met2.png
The bar under the picture is 20 um long. Cells faint in the background.
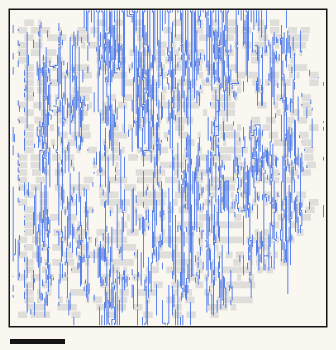
met4.png
The bar under the picture is 20 um long.
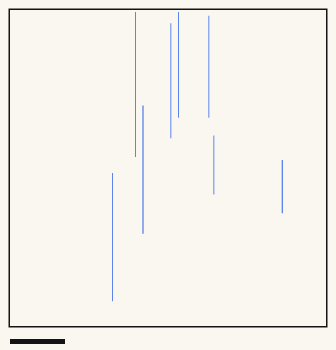
met1.png
The bar under the picture is 20 um long. Cells faint in the background.
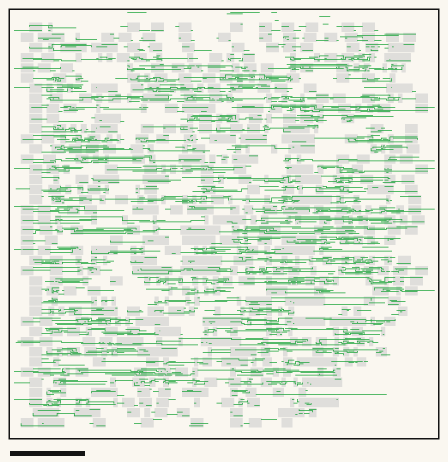
File: src/rtl/vc_output_port_if.sv
// vc_output_port_if -- flit bus between the input side, the output port and
// the downstream credit return.
//
// Parameters : N_IN, N_VC, FLIT_W (VCW derived as max(1, clog2(N_VC)))
// Signals    : in_valid_i/in_vc_i/in_type_i/in_data_i  per-input offered flit
//              in_ready_o                              per-input accept strobe
//              out_valid_o/out_vc_o/out_type_o/out_data_o  registered output flit
//              credit_i                                per-VC credit return pulse
//              credit_err_o                            sticky credit overflow
// Modports   : slave  = the output port itself, master = whoever drives it.
//
// Handshake: input i transfers a flit in a cycle exactly when in_valid_i[i]
// and in_ready_o[i] are both 1 at the rising edge. in_ready_o is combinational
// and may depend on in_valid_i; a source must not wait for in_ready_o before
// raising in_valid_i, and must hold its flit stable until it is accepted.
// out_valid_o is a one-cycle pulse per flit with no backpressure; flow
// control on the output side is purely credit based.
interface vc_output_port_if #(
  parameter int N_IN   = 4,
  parameter int N_VC   = 2,
  parameter int FLIT_W = 32
);
  localparam int VCW = (N_VC > 1) ? $clog2(N_VC) : 1;

  logic [N_IN-1:0]        in_valid_i;
  logic [N_IN*VCW-1:0]    in_vc_i;
  logic [N_IN*2-1:0]      in_type_i;
  logic [N_IN*FLIT_W-1:0] in_data_i;
  logic [N_IN-1:0]        in_ready_o;
  logic                   out_valid_o;
  logic [VCW-1:0]         out_vc_o;
  logic [1:0]             out_type_o;
  logic [FLIT_W-1:0]      out_data_o;
  logic [N_VC-1:0]        credit_i;
  logic                   credit_err_o;

  modport slave (
    input  in_valid_i, in_vc_i, in_type_i, in_data_i, credit_i,
    output in_ready_o, out_valid_o, out_vc_o, out_type_o, out_data_o, credit_err_o
  );

  modport master (
    output in_valid_i, in_vc_i, in_type_i, in_data_i, credit_i,
    input  in_ready_o, out_valid_o, out_vc_o, out_type_o, out_data_o, credit_err_o
  );
endinterface

File: src/rtl/vc_output_port.sv
// vc_output_port -- one router output port shared by N_IN inputs over N_VC
// virtual channels with wormhole locking and per-VC credit flow control.
//
// Ports : clk          rising-edge clock
//         arst         synchronous active-high reset
//         bus          vc_output_port_if.slave (flit inputs, ready strobes,
//                      registered output flit, credit return, credit error)
//         flit_cnt_o   N_VC x 16-bit accepted-flit counters, only present when
//                      VC_OUTPUT_PERF_CNT_EN is defined
//
// Flit types: 00 head, 01 body, 10 tail, 11 single (head+tail).
// Each VC has a round-robin input arbiter; the VCs then compete under fixed
// priority (HP_ZERO=1: VC0 highest, else VC N_VC-1 highest). One flit moves
// per cycle and appears on out_* one cycle after acceptance.
module vc_output_port #(
  parameter int N_IN    = 4,
  parameter int N_VC    = 2,
  parameter int FLIT_W  = 32,
  parameter int CREDITS = 4,
  parameter int HP_ZERO = 1
) (
  input  logic               clk,
  input  logic               arst,
  vc_output_port_if.slave    bus
`ifdef VC_OUTPUT_PERF_CNT_EN
  ,
  output logic [N_VC*16-1:0] flit_cnt_o
`endif
);
  localparam int VCW = (N_VC > 1) ? $clog2(N_VC) : 1;
  localparam int CW  = $clog2(CREDITS + 1);
  localparam int IW  = $clog2(N_IN);

  // Per-VC state
  logic [CW-1:0]   credit   [N_VC];
  logic [N_VC-1:0] lock_vld;
  logic [IW-1:0]   lock_own [N_VC];
  logic [IW-1:0]   rr_ptr   [N_VC];

  // Arbitration results
  logic [N_IN-1:0]   elig [N_VC];
  logic [IW-1:0]     pick [N_VC];
  logic [N_VC-1:0]   req;
  logic              win_any;
  logic [VCW-1:0]    win_vc;
  logic [IW-1:0]     win_in;
  logic [1:0]        win_type;
  logic [FLIT_W-1:0] win_data;
  logic              accept;

  always_comb begin
    for (int v = 0; v < N_VC; v++) begin
      logic found;
      elig[v] = '0;
      pick[v] = '0;
      found   = 1'b0;
      for (int i = 0; i < N_IN; i++) begin
        logic [1:0] typ;
        typ = bus.in_type_i[2*i +: 2];
        // A locked VC only listens to its owner; an unlocked VC only to
        // flits that may open a packet.
        elig[v][i] = bus.in_valid_i[i] && (bus.in_vc_i[VCW*i +: VCW] == VCW'(v)) &&
                     (lock_vld[v] ? (lock_own[v] == IW'(i))
                                  : (typ == 2'b00 || typ == 2'b11));
      end
      // Round-robin: first eligible input at or after rr_ptr, wrapping.
      for (int k = 0; k < N_IN; k++) begin
        int idx;
        logic [IW-1:0] idx_b;
        idx = int'(rr_ptr[v]) + k;
        if (idx >= N_IN) idx = idx - N_IN;
        idx_b = IW'(idx);
        if (!found && elig[v][idx_b]) begin
          found   = 1'b1;
          pick[v] = idx_b;
        end
      end
      req[v] = found && (credit[v] != '0);
    end

    // Walk from lowest to highest priority so the highest requester wins.
    win_any = 1'b0;
    win_vc  = '0;
    win_in  = '0;
    for (int v = N_VC - 1; v >= 0; v--) begin
      int vv;
      vv = (HP_ZERO != 0) ? v : (N_VC - 1 - v);
      if (req[vv]) begin
        win_any = 1'b1;
        win_vc  = VCW'(vv);
        win_in  = pick[vv];
      end
    end

    accept   = win_any && !arst;
    win_type = '0;
    win_data = '0;
    for (int i = 0; i < N_IN; i++) begin
      bus.in_ready_o[i] = accept && (win_in == IW'(i));
      if (win_in == IW'(i)) begin
        win_type = bus.in_type_i[2*i +: 2];
        win_data = bus.in_data_i[FLIT_W*i +: FLIT_W];
      end
    end
  end

  always_ff @(posedge clk) begin
    if (arst) begin
      bus.out_valid_o  <= 1'b0;
      bus.out_vc_o     <= '0;
      bus.out_type_o   <= '0;
      bus.out_data_o   <= '0;
      bus.credit_err_o <= 1'b0;
      lock_vld         <= '0;
      for (int v = 0; v < N_VC; v++) begin
        credit[v]   <= CW'(CREDITS);
        lock_own[v] <= '0;
        rr_ptr[v]   <= '0;
      end
    end else begin
      bus.out_valid_o <= accept;
      if (accept) begin
        bus.out_vc_o   <= win_vc;
        bus.out_type_o <= win_type;
        bus.out_data_o <= win_data;
        case (win_type)
          2'b00: begin
            lock_vld[win_vc] <= 1'b1;
            lock_own[win_vc] <= win_in;
          end
          2'b10: begin
            lock_vld[win_vc] <= 1'b0;
            rr_ptr[win_vc]   <= (win_in == IW'(N_IN - 1)) ? '0 : win_in + IW'(1);
          end
          2'b11: rr_ptr[win_vc] <= (win_in == IW'(N_IN - 1)) ? '0 : win_in + IW'(1);
          default: ;
        endcase
      end
      for (int v = 0; v < N_VC; v++) begin
        logic send;
        send = accept && (win_vc == VCW'(v));
        case ({send, bus.credit_i[v]})
          2'b10: credit[v] <= credit[v] - CW'(1);
          2'b01: begin
            // A return into a full counter can only be a downstream bug:
            // drop it and flag it.
            if (credit[v] == CW'(CREDITS)) bus.credit_err_o <= 1'b1;
            else                           credit[v] <= credit[v] + CW'(1);
          end
          default: ;
        endcase
      end
    end
  end

`ifdef VC_OUTPUT_PERF_CNT_EN
  logic [15:0] flit_cnt [N_VC];

  always_ff @(posedge clk) begin
    if (arst) begin
      for (int v = 0; v < N_VC; v++) flit_cnt[v] <= '0;
    end else if (accept) begin
      flit_cnt[win_vc] <= flit_cnt[win_vc] + 16'd1;
    end
  end

  always_comb begin
    flit_cnt_o = '0;
    for (int v = 0; v < N_VC; v++) flit_cnt_o[16*v +: 16] = flit_cnt[v];
  end
`endif

endmodule
File: src/flat_wrapper.sv
// flat-port wrapper written by rule: the top's interface ports become plain ports
module vc_output_port_flat 
#(
  parameter int N_IN    = 4,
  parameter int N_VC    = 2,
  parameter int FLIT_W  = 32,
  parameter int CREDITS = 4,
  parameter int HP_ZERO = 1
)
  (clk, arst, bus_in_valid_i, bus_in_vc_i, bus_in_type_i, bus_in_data_i, bus_credit_i, bus_in_ready_o, bus_out_valid_o, bus_out_vc_o, bus_out_type_o, bus_out_data_o, bus_credit_err_o);
  vc_output_port_if #(.N_IN(N_IN), .N_VC(N_VC), .FLIT_W(FLIT_W)) bus_i ();
  input  logic clk;
  input  logic arst;
  input wire logic [$bits(bus_i.in_valid_i)-1:0] bus_in_valid_i;
  input wire logic [$bits(bus_i.in_vc_i)-1:0] bus_in_vc_i;
  input wire logic [$bits(bus_i.in_type_i)-1:0] bus_in_type_i;
  input wire logic [$bits(bus_i.in_data_i)-1:0] bus_in_data_i;
  input wire logic [$bits(bus_i.credit_i)-1:0] bus_credit_i;
  output wire logic [$bits(bus_i.in_ready_o)-1:0] bus_in_ready_o;
  output wire logic [$bits(bus_i.out_valid_o)-1:0] bus_out_valid_o;
  output wire logic [$bits(bus_i.out_vc_o)-1:0] bus_out_vc_o;
  output wire logic [$bits(bus_i.out_type_o)-1:0] bus_out_type_o;
  output wire logic [$bits(bus_i.out_data_o)-1:0] bus_out_data_o;
  output wire logic [$bits(bus_i.credit_err_o)-1:0] bus_credit_err_o;
  assign bus_i.in_valid_i = bus_in_valid_i;
  assign bus_i.in_vc_i = bus_in_vc_i;
  assign bus_i.in_type_i = bus_in_type_i;
  assign bus_i.in_data_i = bus_in_data_i;
  assign bus_i.credit_i = bus_credit_i;
  assign bus_in_ready_o = bus_i.in_ready_o;
  assign bus_out_valid_o = bus_i.out_valid_o;
  assign bus_out_vc_o = bus_i.out_vc_o;
  assign bus_out_type_o = bus_i.out_type_o;
  assign bus_out_data_o = bus_i.out_data_o;
  assign bus_credit_err_o = bus_i.credit_err_o;
  vc_output_port #(.N_IN(N_IN), .N_VC(N_VC), .FLIT_W(FLIT_W), .CREDITS(CREDITS), .HP_ZERO(HP_ZERO)) u_core (.clk(clk), .arst(arst), .bus(bus_i));
endmodule
File: config.mk
export PLATFORM = sky130hd
export DESIGN_NAME = vc_output_port_flat
export DESIGN_NICKNAME = d
export VERILOG_FILES = /design/src/rtl/vc_output_port_if.sv /design/src/rtl/vc_output_port.sv /design/src/flat_wrapper.sv
export SDC_FILE = /design/constraint.sdc
export NUM_CORES = 1
export LEC_CHECK = 0
export ABC_AREA = 0
export CAP_MARGIN = 5
export CELL_PAD_IN_SITES_DETAIL_PLACEMENT = 1
export CELL_PAD_IN_SITES_GLOBAL_PLACEMENT = 1
export CORE_MARGIN = 2
export CORE_UTILIZATION = 31
export DETAILED_ROUTE_END_ITERATION = 16
export PLACE_DENSITY_LB_ADDON = 0.12
export SLEW_MARGIN = 0
export SYNTH_ARGS = -nofsm -noshare
export SYNTH_HDL_FRONTEND = slang
export SYNTH_SLANG_ARGS = --single-unit
export TNS_END_PERCENT = 50
File: constraint.sdc
create_clock -name clk -period 8.55 [get_ports clk]
set_clock_uncertainty 0.15 [all_clocks]
set_input_delay 1.2825 -clock clk [delete_from_list [all_inputs] [get_ports clk]]
set_output_delay 1.2825 -clock clk [all_outputs]
set_load 0.01 [all_outputs]
==> flow_summary.toml <==
# flow metrics
[outcome]
outcome = "complete, no violations"

[power_and_ir_drop]
power_leader = "combinational logic"
power_switching_share = 0.4474
power_clock_mw = 0.202
combPwrFrac = 0.653
pwr.group.combinational_mw = 1.20
powerSeq_mw = 0.439
switchingPower_mw = 0.8258
worst_ir_drop_vdd_mv = 0.1430
power_frac_clock = 0.110

[yosys]
synth.cell_area_sq_um = 3805
ys_warn_count = 0
synthesis.nets = 623
yosys_area_sq_um = 3805
top_cell_area_share = 0.2052
mux_share = 0
aoi_share = 0.3870
synth_seq_share = 0.3157
netlist_top_cells_count = "72 x sky130_fd_sc_hd__o21ai_0, 50 x sky130_fd_sc_hd__nor2_1, 41 x sky130_fd_sc_hd__nor3_1"
synth-cells-yosys = 468
netlist_top_cells_area = "sky130_fd_sc_hd__dfxtp_1 21%, sky130_fd_sc_hd__edfxtp_1 11%, sky130_fd_sc_hd__o21ai_0 9.5%"
synth-edff-count = 14
synth_simple_gate_area_share = 0.2062
distinct_cells_synth = 59
synth-seq-cells = 53
most_common_cell = "sky130_fd_sc_hd__o21ai_0"
dominantRegCellSynth = "sky130_fd_sc_hd__dfxtp_1"

[finish]
drive_above_1_share = 0.05071
comb_share = 0.4092
sequential_cell_area_sq_um = 1201
layout.filler_cells = 1424
num-nonclk-buffers = 192
post-route-cell-area_sq_um = 5902
finalNonFillerCells = 778
clock_buffer_count = 5
logic_gate_count = 364
synthToLayoutAreaGrowth_pct = 55.11
clock_tree_area_fraction = 0.02417
sh_seq_area = 0.2035
layout.cells.most_common = "sky130_fd_sc_hd__clkdlybuf4s50_1"
fin_nets = 785
antenna_cells_inserted = 0
combinational_gate_area_sq_um = 2415

[setup_path]
critical_path.cell_chain = "clkdlybuf4s50_1 -> xor2_1 -> o22ai_1 -> o41ai_4 -> o311ai_4 -> a21oi_2 -> a21oi_2 -> inv_1 -> ha_2 -> and2_1 -> clkdlybuf4s50_1"
worst-r2r-setup-slack_ns = 2.88
worst-endpoint-required_ns = 7.12
critPathBufInv = 3
cp.depth = 11
critical-path-max-stage-delay_ns = 0.75
crit_path_end = "bus_in_ready_o[2]"
worstReg2RegEnd = "u_core.lock_own[0][0]$_SDFFCE_PN0P_"
critical_path_start_end_classification = "in2out"
start_point_of_the_critical_path = "bus_in_type_i[7]"
startpoint_type = "primary input"
setup.worst_path.end_class = "output port"
crit_fanout = 39

[timing]
rsz0062_at_grt = "false"
max-slew-margin-rel = 0.3485
tns_ns = 0
slew_violations = 0
setup_violations = 0
worst-slew-pin-transition_ns = 0.9762
timing.final.crit_share = 0.7928
final.hold.worst_slack_ns = 0.3257

[cts]
cts-htree-levels = 2
tritoncts.num_buffers = 5
clk_pin_slew_ns = 0.07
clock_tree.buffer_depth = 2
post-cts-setup-buffer-count = 0
clock_tree.root_cell = "sky130_fd_sc_hd__clkbuf_16"
cts_repair_resize_count = 0
holdBufCountCts = 0

[job]
timing.max_cap.violations = 0
openroad.warnings = 30

[placement]
gpl.final_weighted_congestion = 0.9392
numPlacedInstances = 770
io_buffers = 188
dpl_worst_slack_ns = 1.718
post_detailed_placement_cell_area_sq_um = 5759
dpl.hpwl_um = 11330

[detailed_routing]
drt_first_iter_violations = 249
met2_wirelength_um = 7600
drt.antenna.violating_nets = 0
wl_per_cell_um = 19.31
drcViolationCount = 0
topRoutingLayerUsed = "met4"
route.detailed.vias_per_inst = 5.708

[grt]
grtUsageTotal = 0.2264
global_route.peak_usage_layer = "met2"
grt.met2_usage = 0.4043
pin_count_of_the_biggest_net_entering_global_routing = 68
number_of_global_route_vias_before_repair = 4743
grt_first_pass_wirelength_um = 23800

[die]
io_pins = 189
die_width_um = 114.8
die_h_um = 114.8
placement_rows = 40

[worst_hold_path]
startpoint_of_the_tightest_hold_check_path = "u_core.bus.out_vc_o$_SDFFE_PP0N_"
min_delay_worst_endpoint = "u_core.bus.out_vc_o$_SDFFE_PP0N_"
-- met2.png (at the start) --
share of all routed wire = 51%
longest straight run = 62.2 um
wire length on this layer = 7,600 um

-- met4.png (at the start) --
longest straight run = 52.4 um
nets with wire on the layer = 8
share of all routed wire = 2.0%
main direction = vertical
via total after detailed routing: 4,441
routed wire length: 15,030 um

-- met1.png (at the start) --
share of all routed wire = 41%
main direction = horizontal
nets with wire on the layer = 688
wire length on this layer = 6,150 um
longest straight run = 35.0 um
met1 Usage GRT: 0.2711

